===== src/rtl/id_ex_stage_pkg.sv =====
// Shared types and constants for the ID/EX stage: ALU op codes, bypass selects, control payload.
package id_ex_stage_pkg;

    localparam int unsigned DW_DEF  = 32;
    localparam int unsigned RAW_DEF = 5;
    localparam int unsigned OPW     = 4;
    localparam int unsigned FSW     = 2;

    localparam logic [OPW-1:0] ALU_PASSA = 4'h0;
    localparam logic [OPW-1:0] ALU_ADD   = 4'h1;
    localparam logic [OPW-1:0] ALU_SUB   = 4'h2;
    localparam logic [OPW-1:0] ALU_AND   = 4'h3;
    localparam logic [OPW-1:0] ALU_OR    = 4'h4;
    localparam logic [OPW-1:0] ALU_XOR   = 4'h5;
    localparam logic [OPW-1:0] ALU_NOR   = 4'h6;
    localparam logic [OPW-1:0] ALU_SLT   = 4'h7;

    localparam logic [FSW-1:0] FWD_RF    = 2'd0;
    localparam logic [FSW-1:0] FWD_EXMEM = 2'd1;
    localparam logic [FSW-1:0] FWD_MEMWB = 2'd2;

    // Control bits carried alongside the operands into EX.
    typedef struct packed {
        logic [OPW-1:0] alu_op;
        logic           alu_src;
        logic           reg_write;
        logic           mem_read;
        logic           mem_write;
        logic           mem_to_reg;
    } ex_ctrl_t;

endpackage


===== src/rtl/id_ex_stage_fwd_sel.sv =====
// Per-operand bypass mux: EX/MEM beats MEM/WB beats register-file data; $0 never forwards.
module id_ex_stage_fwd_sel
    import id_ex_stage_pkg::*;
#(
    parameter int unsigned DW  = DW_DEF,
    parameter int unsigned RAW = RAW_DEF
) (
    input  logic [RAW-1:0] addr,
    input  logic [DW-1:0]  rf_data,
    input  logic           ex_mem_reg_write,
    input  logic [RAW-1:0] ex_mem_rd,
    input  logic [DW-1:0]  ex_mem_result,
    input  logic           mem_wb_reg_write,
    input  logic [RAW-1:0] mem_wb_rd,
    input  logic [DW-1:0]  mem_wb_result,
    output logic [DW-1:0]  data_c
);

    logic [FSW-1:0] sel;

    always_comb begin
        sel = FWD_RF;
        if (mem_wb_reg_write && (mem_wb_rd != '0) && (mem_wb_rd == addr)) begin
            sel = FWD_MEMWB;
        end
        if (ex_mem_reg_write && (ex_mem_rd != '0) && (ex_mem_rd == addr)) begin
            sel = FWD_EXMEM;
        end
    end

    always_comb begin
        data_c = rf_data;
        case (sel)
            FWD_EXMEM: data_c = ex_mem_result;
            FWD_MEMWB: data_c = mem_wb_result;
            default:   data_c = rf_data;
        endcase
    end

endmodule


===== src/rtl/id_ex_stage.sv =====
// ID/EX pipeline register with operand forwarding and load-use stall toward decode.
module id_ex_stage
    import id_ex_stage_pkg::*;
#(
    parameter int unsigned DW  = DW_DEF,
    parameter int unsigned RAW = RAW_DEF
) (
    input  logic           clk,
    input  logic           rst_n,
    input  logic           in_valid,
    output logic           in_ready,
    input  logic [DW-1:0]  rs_data,
    input  logic [DW-1:0]  rt_data,
    input  logic [DW-1:0]  imm,
    input  logic [RAW-1:0] rs_addr,
    input  logic [RAW-1:0] rt_addr,
    input  logic [RAW-1:0] rd_addr_in,
    input  logic [OPW-1:0] alu_op_in,
    input  logic           alu_src_in,
    input  logic           reg_write_in,
    input  logic           mem_read_in,
    input  logic           mem_write_in,
    input  logic           mem_to_reg_in,
    input  logic           flush,
    input  logic           ex_mem_reg_write,
    input  logic [RAW-1:0] ex_mem_rd,
    input  logic [DW-1:0]  ex_mem_result,
    input  logic           mem_wb_reg_write,
    input  logic [RAW-1:0] mem_wb_rd,
    input  logic [DW-1:0]  mem_wb_result,
    output logic           out_valid,
    input  logic           out_ready,
    output logic [DW-1:0]  input_a,
    output logic [DW-1:0]  input_b,
    output logic [OPW-1:0] alu_op,
    output logic [DW-1:0]  store_data,
    output logic [RAW-1:0] rd_addr,
    output logic           reg_write,
    output logic           mem_read,
    output logic           mem_write,
    output logic           mem_to_reg
);

    ex_ctrl_t       ctrl_q;
    logic [RAW-1:0] rs_addr_q;
    logic [RAW-1:0] rt_addr_q;
    logic [DW-1:0]  rs_data_q;
    logic [DW-1:0]  rt_data_q;
    logic [DW-1:0]  imm_q;
    logic [DW-1:0]  fwd_rs_c;
    logic [DW-1:0]  fwd_rt_c;
    logic           hazard_c;
    logic           load_c;

    // A held load whose destination feeds the decoding instruction forces one bubble.
    assign hazard_c = out_valid && ctrl_q.mem_read && (rd_addr != '0) &&
                      ((rs_addr == rd_addr) || (rt_addr == rd_addr));
    assign in_ready = !hazard_c && (!out_valid || out_ready);
    assign load_c   = in_valid && in_ready;

    always_ff @(posedge clk or negedge rst_n) begin
        if (!rst_n) begin
            out_valid <= 1'b0;
            ctrl_q    <= '0;
            rd_addr   <= '0;
            rs_addr_q <= '0;
            rt_addr_q <= '0;
            rs_data_q <= '0;
            rt_data_q <= '0;
            imm_q     <= '0;
        end else if (flush) begin
            out_valid <= 1'b0;
        end else if (load_c) begin
            out_valid         <= 1'b1;
            ctrl_q.alu_op     <= alu_op_in;
            ctrl_q.alu_src    <= alu_src_in;
            ctrl_q.reg_write  <= reg_write_in;
            ctrl_q.mem_read   <= mem_read_in;
            ctrl_q.mem_write  <= mem_write_in;
            ctrl_q.mem_to_reg <= mem_to_reg_in;
            rd_addr           <= rd_addr_in;
            rs_addr_q         <= rs_addr;
            rt_addr_q         <= rt_addr;
            rs_data_q         <= rs_data;
            rt_data_q         <= rt_data;
            imm_q             <= imm;
        end else if (out_ready) begin
            out_valid <= 1'b0;
        end
    end

    id_ex_stage_fwd_sel #(.DW(DW), .RAW(RAW)) u_fwd_rs (
        .addr             (rs_addr_q),
        .rf_data          (rs_data_q),
        .ex_mem_reg_write (ex_mem_reg_write),
        .ex_mem_rd        (ex_mem_rd),
        .ex_mem_result    (ex_mem_result),
        .mem_wb_reg_write (mem_wb_reg_write),
        .mem_wb_rd        (mem_wb_rd),
        .mem_wb_result    (mem_wb_result),
        .data_c           (fwd_rs_c)
    );

    id_ex_stage_fwd_sel #(.DW(DW), .RAW(RAW)) u_fwd_rt (
        .addr             (rt_addr_q),
        .rf_data          (rt_data_q),
        .ex_mem_reg_write (ex_mem_reg_write),
        .ex_mem_rd        (ex_mem_rd),
        .ex_mem_result    (ex_mem_result),
        .mem_wb_reg_write (mem_wb_reg_write),
        .mem_wb_rd        (mem_wb_rd),
        .mem_wb_result    (mem_wb_result),
        .data_c           (fwd_rt_c)
    );

    assign input_a    = fwd_rs_c;
    assign store_data = fwd_rt_c;
    assign input_b    = ctrl_q.alu_src ? imm_q : fwd_rt_c;
    assign alu_op     = ctrl_q.alu_op;
    assign reg_write  = ctrl_q.reg_write;
    assign mem_read   = ctrl_q.mem_read;
    assign mem_write  = ctrl_q.mem_write;
    assign mem_to_reg = ctrl_q.mem_to_reg;

endmodule


===== config.mk =====
export PLATFORM = sky130hd
export DESIGN_NAME = id_ex_stage
export DESIGN_NICKNAME = d
export VERILOG_FILES = /design/src/rtl/id_ex_stage_pkg.sv /design/src/rtl/id_ex_stage_fwd_sel.sv /design/src/rtl/id_ex_stage.sv
export SDC_FILE = /design/constraint.sdc
export NUM_CORES = 1
export LEC_CHECK = 0
export CAP_MARGIN = 20
export CORE_ASPECT_RATIO = 1.1
export CORE_MARGIN = 3
export CORE_UTILIZATION = 49
export CTS_BUF_LIST = sky130_fd_sc_hd__clkbuf_8
export DETAILED_ROUTE_END_ITERATION = 10
export GPL_TIMING_DRIVEN = 1
export HOLD_SLACK_MARGIN = 0.12
export PLACE_DENSITY = 0.9
export SYNTH_ARGS = -nofsm -noshare
export SYNTH_HDL_FRONTEND = slang
export SYNTH_SLANG_ARGS = --single-unit

===== constraint.sdc =====
create_clock -name clk -period 5.7 [get_ports clk]
set_input_delay 1.14 -clock clk [delete_from_list [all_inputs] [get_ports clk]]
set_output_delay 1.14 -clock clk [all_outputs]
set_load 0.01 [all_outputs]

Fig. 1: run 1, PDN straps and rails
Bar = 50 um. Pins as bars on the die edge.
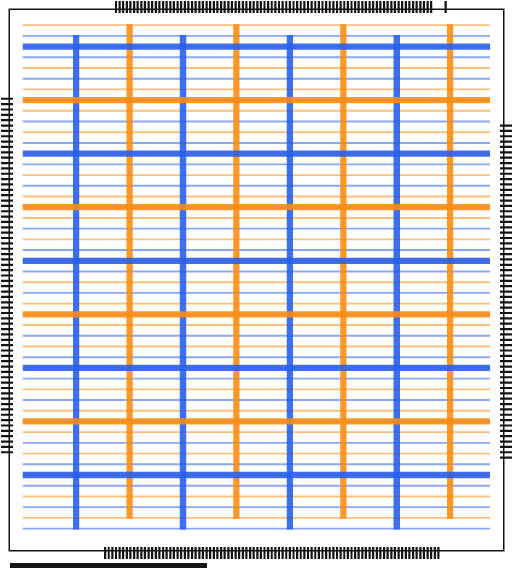
orange -> VDD
blue -> VSS
met4 straps = 8
met1 rails = 48
signal pins = 312
met5 straps = 9
rows = 47
Die Ht: 137.1 um
Chip Width: 125.2 um
Max VDD drop: 0.2026 mV

Fig. 2: run 1, cells coloured by class
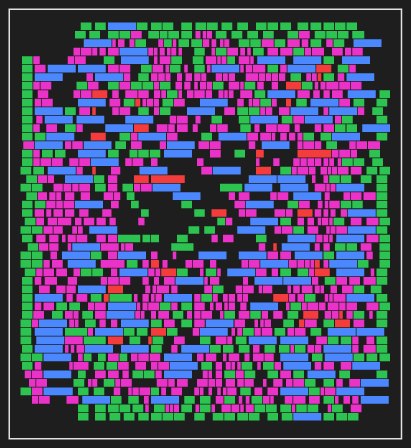
blue -> flops  # cells 121, share of their area 28%
magenta -> all other logic  # cells 593, share of their area 39%
green -> other buffers and delay cells  # cells 332, share of their area 31%
red -> clock drivers and dummy loads  # cells 32, share of their area 3.3%
FP Rows: 47
Seq area share: 0.2701

==> results.ini, run 1 <==
[cells_and_area]
sh_comb_area = 0.3693
design_area_um2 = 11210
drive_above_1_share = 0.07328
lay_top_count = clkdlybuf4s50_1
antenna_cells = 2
largest_cell_class = logic gates
nClkBuffers = 17
buffer_area_frac = 0.2984

[placed_design]
place_area_um2 = 10850
pre_cts_slack_ns = 0.4759

[worst_setup_path]
worst_ep_arrival_time_ns = 4.12
path_max_fanout = 24
worstPathCellList = clkdlybuf4s50_1 -> or4_1 -> o211ai_2 -> buf_4 -> nor2_1 -> a221oi_1 -> o31ai_1 -> clkdlybuf4s50_1
critPathKind = input port to primary output
start_kind = input port
crit_buf_inv = 3
critPathTopFamily = buffers and inverters
worstPathRequired_ns = 4.56

[global_route]
grtUsageMet3 = 0.08431
grt_antenna_before_repair = 7
grt_pass1_wl_mm = 45.82
grtUsageMet2 = 0.5454

[final_timing]
setup_tns_ns = 0
fin_ws_ns = 0.4357

[detailed_routing]
dr.pass1.iters = 6
drt_wl_total_mm = 30.48
met1_length_mm = 11.44
drt_iter0_drc = 984

[synthesis]
top_area_cell = dfrtp_1
synthTopCellsByArea = dfrtp_1, a221o_1, and3_1
synth_area_per_cell_um2 = 9.514
synthCells = 805
synthFlopType = dfrtp_1
yosysWarnings = 0
synthAoiAreaFrac = 0.2402
yosys-stat-cells = 805
logic_family = AND-OR/OR-AND gates
ys_seq_frac = 0.3954

[die]
taps = 196
fp_util = 0.5048

[pwr]
fin_total_pwr_w = 0.003285
pwr-share-comb = 0.421
powerComb_w = 0.00138
power_leader = combinational cells

[clock_network]
post_cts.repair.setup_buffers = 0
cts-buffers-inserted = 17
cts_buffer_depth = 2

[run_status]
status = complete, no violations

Fig. 3: run 1, clock network drawn from the DEF
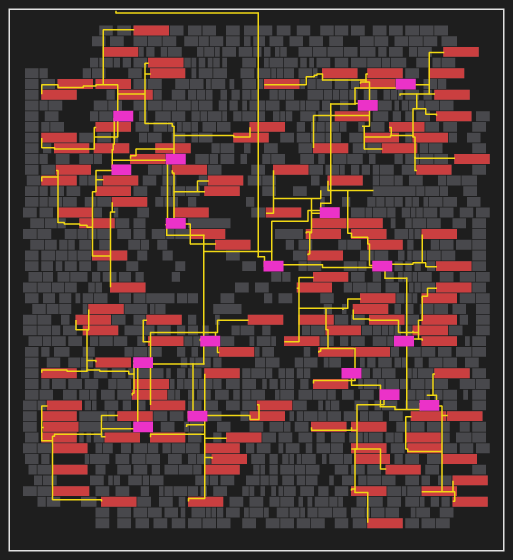
yellow -> clock wires  # length 1580 um
magenta -> cells driving clock nets  # count 17
red -> flip-flops  # count 121
flops lie = all over the die
routed clock nets = 18
clock power share: 0.218
Max Clock Skew: 0.01202 ns

==> run 1: worst reg2reg max path, stage by stage, from the launching register on <==
cell and delay, ns:
dfrtp_1 0.45, xor2_1 0.22, nor3_1 0.08, a22oi_1 0.39, and3_4 0.91, buf_4 0.46, a221o_1 0.22
==> run 1: final timing paths <==
path,slack [ns],cells past startpoint,endpoint,start
max in group asynchronous,3.89,2,rs_data_q[11],rst_n
min in group asynchronous,0.75,1,imm_q[1],rst_n
worst max-delay path,0.44,8,input_b[15],ex_mem_rd[3]
worst min-delay path,0.51,1,rt_data_q[31],rt_data_q[31]
worst min register to register,0.51,1,rt_data_q[31],rt_data_q[31]
worst max register to register,2.90,6,rs_data_q[29],rd_addr[2]
Fig. 4: run 1, wiring by layer
Bar = 50 um.
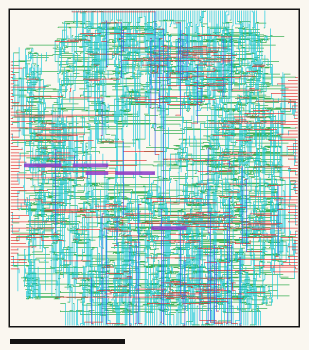

--- run 2 (diff from run 1) ---
--- a/config.mk
+++ b/config.mk
@@ -13,7 +13,7 @@
 export DETAILED_ROUTE_END_ITERATION = 10
 export GPL_TIMING_DRIVEN = 1
 export HOLD_SLACK_MARGIN = 0.12
-export PLACE_DENSITY = 0.9
+export PLACE_DENSITY = 0.95
 export SYNTH_ARGS = -nofsm -noshare
 export SYNTH_HDL_FRONTEND = slang
 export SYNTH_SLANG_ARGS = --single-unit
Fig. 5: run 2, wiring by layer
Bar = 50 um.
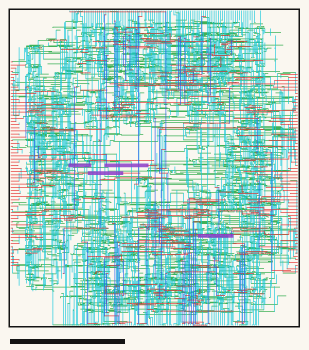
blue -> met4  # wire length 1690 um
cyan -> met2  # wire length 14400 um
green -> met1  # wire length 11600 um
purple -> met5  # wire length 53.4 um
red -> met3  # wire length 2970 um
final WL: 30.72 mm
Total GRT Usage: 0.3427
DR vias: 8448

Fig. 6: run 2, track usage over the die
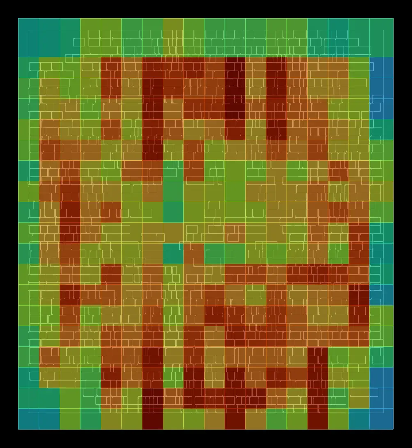
most used routing layer: met2
met1 usage: 0.4375
met2 usage: 0.5400

==> results.ini, run 2 <==
[placed_design]
place_area_um2 = 10820  ; -0.30%
pre_cts_slack_ns = 0.2821  ; -0.1938 ns

[cells_and_area]
buffer_area_frac = 0.2966  ; -0.001808
largest_cell_class = logic gates
nClkBuffers = 17  ; unchanged
antenna_cells = 2  ; unchanged
seq_share = 0.2711  ; +0.0009984

[synthesis]
synthTopCellsByArea = dfrtp_1, a221o_1, and3_1
top_area_cell = dfrtp_1
synthFlopType = dfrtp_1
synthCells = 805  ; unchanged

[worst_setup_path]
path_depth = 7  ; -1
crit_buf_inv = 2  ; -1
endpoint = input_b[17]
critPathKind = input port to primary output
crit_start = mem_wb_rd[4]
r2r_slack_ns = 2.81  ; -0.09 ns
reg2reg_from = rd_addr[0]
reg2reg_to = imm_q[26]
path_max_fanout = 11  ; -54%
worstPathRequired_ns = 4.56  ; about the same
worstPathCellList = clkdlybuf4s50_1 -> xnor2_1 -> nand4_1 -> nor2_1 -> a221oi_1 -> o31ai_1 -> clkdlybuf4s50_1

[die]
die_w_um = 125.2  ; unchanged
num_rows = 47  ; unchanged
die_y_um = 137.1  ; unchanged
fp_util = 0.5048  ; unchanged

[pwr]
vdd.ir_drop.worst_mv = 0.1617  ; -20%
clock_power_share = 0.214  ; -0.004
pwr-share-comb = 0.424  ; +0.003
fin_total_pwr_w = 0.003276  ; -0.29%

[detailed_routing]
met1_length_mm = 11.61  ; +1.5%
drt_iter0_drc = 1106  ; +12%

[clock_network]
cts_buffer_depth = 2  ; unchanged
post_cts.repair.setup_buffers = 0  ; unchanged

[hold_path]
hold_start = rt_data_q[10]
min_to = rt_data_q[10]
holdPathStages = 1  ; unchanged

[run_status]
status = complete, no violations

[final_timing]
worst_clock_skew_ns = 0.01168  ; -0.0003387 ns

[global_route]
grt_pass1_wl_mm = 46.13  ; +0.66%
grtUsageMet3 = 0.08041  ; -0.003903

run 2: netlist changes by cell type in the layout (fill, tap and decap cells not counted):
| cell | change |
|---|---|
| clkinv_4 | +3 |
| buf_4 | +1 |
| clkinv_2 | +2 |
| bufinv_16 | -1 |
| inv_1 | -4 |
| buf_12 | -2 |
run 2: power by group through the flow:
| stage | clock network (W) | logic (W) | registers, W |
|---|---|---|---|
| 2_1_floorplan | 0 | 0.000671 | 0.00112 |
| 4_1_cts | 0.000708 | 0.00138 | 0.00118 |
| 3_5_place_dp | 0 | 0.00138 | 0.00119 |
| 5_1_grt | 0.000749 | 0.00147 | 0.00120 |
| 3_3_place_gp | 0 | 0.00135 | 0.00118 |
| 6_report | 0.000700 | 0.00139 | 0.00119 |
No activity file was given, so power comes from the tool's default toggle rates.
